$ cat config.mk
export PLATFORM = sky130hd
export DESIGN_NAME = instr_mem_loader
export DESIGN_NICKNAME = d
export VERILOG_FILES = /design/src/rtl/instr_mem_loader.sv
export SDC_FILE = /design/constraint.sdc
export NUM_CORES = 1
export LEC_CHECK = 0
export CORE_ASPECT_RATIO = 0.6
export CORE_UTILIZATION = 46
export DETAILED_ROUTE_END_ITERATION = 7
export PLACE_DENSITY = 0.81
export SETUP_SLACK_MARGIN = 0.2
export SLEW_MARGIN = 10
export SYNTH_ARGS = -nofsm -noshare
export SYNTH_HDL_FRONTEND = slang
export SYNTH_SLANG_ARGS = --single-unit
$ cat constraint.sdc
create_clock -name clock -period 1.5 [get_ports clock]
set_input_delay 0.3 -clock clock [delete_from_list [all_inputs] [get_ports clock]]
set_output_delay 0.3 -clock clock [all_outputs]
set_load 0.02 [all_outputs]
$ cat src/rtl/instr_mem_loader.sv
// rtl/instr_mem_loader.sv - byte-stream loader that fills instruction memory and gates core reset
module instr_mem_loader #(
  parameter int ADDR_W  = 5,
  parameter int N_WORDS = 8
) (
  input  logic              clock,
  input  logic              reset,
  input  logic              start,
  input  logic [7:0]        byte_in,
  input  logic              byte_valid,
  output logic              byte_ready,
  output logic              mem_we,
  output logic [ADDR_W-1:0] mem_addr,
  output logic [31:0]       mem_wdata,
  output logic              cpu_reset,
  output logic              busy,
  output logic              done,
  output logic              error
);

  // word_idx carries one bit more than the address field so that it can
  // reach N_WORDS itself when N_WORDS fills the whole address space.
  localparam int IDX_W = ADDR_W - 1;

  typedef enum logic [2:0] {
    S_IDLE,
    S_HDR,
    S_COLLECT,
    S_WRITE,
    S_DONE
  } state_t;

  state_t           state;
  state_t           state_next;

  logic [IDX_W-1:0] word_idx;
  logic [IDX_W-1:0] word_cnt;
  logic [IDX_W-1:0] idx_inc;
  logic [1:0]       byte_cnt;
  logic [23:0]      shift;
  logic             loaded;
  logic             take;
  logic             hdr_ok;
  logic [31:0]      hdr_val;

  assign take      = byte_valid & byte_ready;
  assign hdr_val   = {24'd0, byte_in};
  assign hdr_ok    = (hdr_val >= 32'd1) && (hdr_val <= 32'(N_WORDS));
  assign idx_inc   = word_idx + 1'b1;
  // The core runs only once a full program has landed in memory.
  assign cpu_reset = ~loaded;

  // State register.
  always_ff @(posedge clock) begin
    if (reset) begin
      state <= S_IDLE;
    end else begin
      state <= state_next;
    end
  end

  // Next-state decode and per-state control outputs.
  always_comb begin
    state_next = state;
    byte_ready = 1'b0;
    mem_we     = 1'b0;
    busy       = 1'b1;
    done       = 1'b0;
    unique case (state)
      S_IDLE: begin
        busy = 1'b0;
        if (start) begin
          state_next = S_HDR;
        end
      end
      S_HDR: begin
        byte_ready = 1'b1;
        if (byte_valid) begin
          state_next = hdr_ok ? S_COLLECT : S_IDLE;
        end
      end
      S_COLLECT: begin
        byte_ready = 1'b1;
        if (byte_valid && (byte_cnt == 2'd3)) begin
          state_next = S_WRITE;
        end
      end
      S_WRITE: begin
        mem_we     = 1'b1;
        state_next = (idx_inc == word_cnt) ? S_DONE : S_COLLECT;
      end
      S_DONE: begin
        done       = 1'b1;
        state_next = S_IDLE;
      end
      default: begin
        busy       = 1'b0;
        state_next = S_IDLE;
      end
    endcase
  end

  // Session bookkeeping, byte assembly and the registered write port.
  always_ff @(posedge clock) begin
    if (reset) begin
      word_idx  <= '0;
      word_cnt  <= '0;
      byte_cnt  <= '0;
      shift     <= '0;
      loaded    <= 1'b0;
      error     <= 1'b0;
      mem_addr  <= '0;
      mem_wdata <= '0;
    end else begin
      unique case (state)
        S_IDLE: begin
          if (start) begin
            loaded   <= 1'b0;
            error    <= 1'b0;
            word_idx <= '0;
            byte_cnt <= '0;
            shift    <= '0;
          end
        end
        S_HDR: begin
          if (take) begin
            if (hdr_ok) begin
              word_cnt <= hdr_val[IDX_W-1:0];
            end else begin
              error <= 1'b1;
            end
          end
        end
        S_COLLECT: begin
          if (take) begin
            byte_cnt <= byte_cnt + 2'd1;
            shift    <= {shift[15:0], byte_in};
            // Latch address and word here so they are stable during the strobe.
            if (byte_cnt == 2'd3) begin
              mem_addr  <= {word_idx[ADDR_W-3:0], 2'b00};
              mem_wdata <= {shift, byte_in};
            end
          end
        end
        S_WRITE: begin
          word_idx <= idx_inc;
        end
        S_DONE: begin
          loaded <= 1'b1;
        end
        default: begin
          loaded <= 1'b0;
        end
      endcase
    end
  end

endmodule

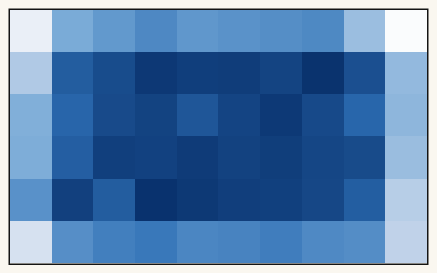
(images/cell_density.png)
The die is cut into 10 by 6 equal tiles; white is low, dark blue is high, 0 to 100% covered.
- mean over tiles: 71%
- fullest tile: 99%
- tiles over 75% full: 53%
- densest ninth of the die: center
core box area: 5830 um2
share of the core filled with cells in the final layout: 82.9%
Core Util at FP: 49.8%

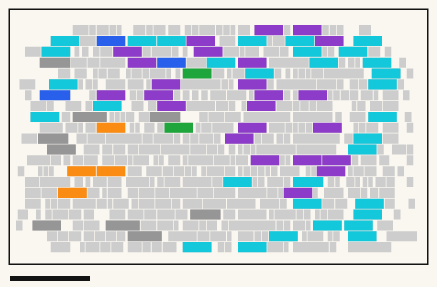
(images/flops_by_reg.png)
The bar under the picture is 20 um long. Other sequential cells in the stronger gray, the rest of the logic in the fainter gray.
- shift: purple (sequential cells 24)
- word_cnt: orange (sequential cells 4)
- mem_wdata: cyan (sequential cells 32; where widely spread)
- mem_addr: blue (sequential cells 3)
- byte_cnt: green (sequential cells 2)
- not colored: 9
Seq. cell area: 1500 um2
fraction of standard cell area that is sequential: 31.0%
power in sequential cells: 0.00196 W

==> run summary <==
Item: results of the latest flow run.

- The routed via count is 3292.
- The cell resize tally after clock tree synthesis is 169.
- The fraction of area in clock buffers and inverters is 4.19%.
- The number of global-route vias before repair is 3085.
- Summed over its instances, the top area cell type makes up 51.0% of the synthesized netlist area.
- The capture point of the worst register-to-register path is recorded as mem_wdata[25].
- Looking at hold timing, the worst path starts from reset.
- The clock-pin slew on the worst setup and hold paths is 0.08 ns.
- The insertion delay of the later-clocked pin in the worst-skew pair is 0.37 ns.
- The post-route cell area is 4840 um2.
- The total die size is 6640 um2.
- The maximum number of pins on one net before global-route repair is 40.
- The synthesis report lists the Yosys warning total as 0.
- The leakage component of the power was reported as 2.00 nW.
- The maximum level of the CTS H-tree is 3.
- Across all setup checks in the final design, the least slack found is -0.253 ns.
- The OpenROAD report gives the critical path a data arrival time of 2.00 ns.
- In this run the cell area of the synthesized design comes to 2900 um2.
- The initial DRC count is 345.
- The sequential fraction of the synthesis area is 51.0%.
- For this design, the sink count on the clock tree is 74.
- The leftover overflow at the end of global routing is 0.
- After synthesis, the chip area reported by Yosys is 2900 um2.
- Measured on the final layout, buffering overhead outside the clock network stands at 25.9%.
- The final layout contains 473 nets.
- Averaged over all synthesized cells, the footprint is 8.15 um2.
- The cell count along the critical path is 10.
- The kind of path behind the tightest hold check is input port to register.
- After synthesis, the cell types taking the most area are sky130_fd_sc_hd__dfxtp_1 51%, sky130_fd_sc_hd__nand2_1 12%, sky130_fd_sc_hd__a21oi_1 11%, sky130_fd_sc_hd__nand3_1 4.7%, sky130_fd_sc_hd__mux2i_1 2.4%.
- The logic share of the area is 36.5%.
- The largest stage delay on the critical path is 0.37 ns.
- For reference, the top cells by count after synthesis are 96 x sky130_fd_sc_hd__nand2_1, 74 x sky130_fd_sc_hd__dfxtp_1, 64 x sky130_fd_sc_hd__a21oi_1, 27 x sky130_fd_sc_hd__nand3_1.
- The count of buffers not belonging to the clock network in the layout is 118.
- The highest clock frequency the design can meet is 571 MHz.
- Global route summary, busiest routing layer listed as met2.
- The layout-stage area growth over the synthesis result is 66.6%.
- For flop-to-flop paths, the worst setup slack is -0.25 ns.
- The final reports fail on setup timing.
- The run finished, with violations left.
- The total of clock buffers placed in the layout is 10.
- The final routed wirelength across all metal layers is 11.6 mm.
- Multi-input combinational cells in the finished layout were counted as 252.
- The number of buffers inserted by hold repair at cts is 0.
- The depth of the worst hold-timing path is 2.
- The number of standard cells reported by yosys is 356.
- The flip-flop and latch count after synthesis is 74.
- The sequential cell count is 74.
- According to the timing report, the critical path is launched from state[1].
- The endpoint with the worst hold slack is word_idx[1].
- The largest area contributor in the synthesized netlist is sky130_fd_sc_hd__dfxtp_1.
- The number of antenna violations at the first check in global routing was 0.
- Of all nets on the critical path, the largest fanout is 8.
- Per the finish-stage timing summary, setup violations number 73.
- The DRC violation total left in the routed layout is recorded as 0.
- The total CTS buffers is 9.
- The number of max-slew violations in the final report is 0.
- The placement stage leaves a total instance area of 3740 um2.
- The total met2 wirelength after detailed routing is 5.31 mm.
- According to the timing report, the data required time at the worst endpoint equals 1.75 ns.
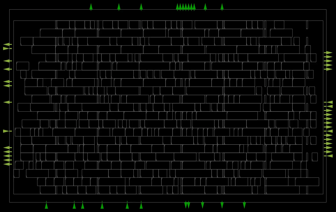
(images/placement.png)
number of filler instances in the final layout: 309
n_taps: 80

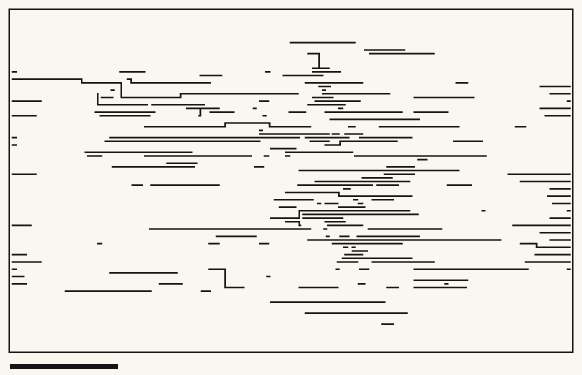
(images/layer_met3.png)
The bar under the picture is 20 um long.
- share of all routed wire: 10%
- nets with wire on the layer: 113
- main direction: horizontal

[cell usage in the layout (no fill, tap or decap), types with 7 or more instances in the layout]
| cell type | netlist | final |
|---|---|---|
| sky130_fd_sc_hd__dfxtp_1 | 74 | 65 |
| sky130_fd_sc_hd__nand2_1 | 96 | 57 |
| sky130_fd_sc_hd__a21oi_1 | 64 | 35 |
| sky130_fd_sc_hd__buf_4 | 5 | 30 |
| sky130_fd_sc_hd__a21oi_2 | 0 | 29 |
| sky130_fd_sc_hd__nand2_4 | 0 | 24 |
| sky130_fd_sc_hd__nand3_1 | 27 | 24 |
| sky130_fd_sc_hd__buf_6 | 0 | 19 |
| sky130_fd_sc_hd__buf_2 | 8 | 18 |
| sky130_fd_sc_hd__clkbuf_2 | 0 | 16 |
| sky130_fd_sc_hd__nand2_2 | 0 | 15 |
| sky130_fd_sc_hd__nor2_1 | 13 | 13 |
| sky130_fd_sc_hd__clkbuf_8 | 0 | 10 |
| sky130_fd_sc_hd__buf_16 | 0 | 7 |
| sky130_fd_sc_hd__buf_12 | 0 | 7 |
[flip-flops by register name, summed over array words and instances (netlist names)]
register and cells:
mem_wdata 32, shift 24, word_cnt 4, word_idx 4
mem_addr 3, state 3, byte_cnt 2, error 1
loaded 1
[logic make-up after synthesis]
family,count (synthesis),synth area share [%]
buffers and inverters,31,5.00
other,1,0.129
AND-OR/OR-AND,74,13.4
AND/OR/NAND/NOR,160,25.1
adder cells (fa/ha/maj),2,0.862
multiplexers,7,2.41
flip-flops,74,51.0
XOR/XNOR,7,2.11
[power by group]
part	internal, W	switching (W)
Sequential	0.00196	0.00000368
Clock	0.000816	0.000809
Combinational	0.000162	0.000177
Power and IR drop assume default switching activity.
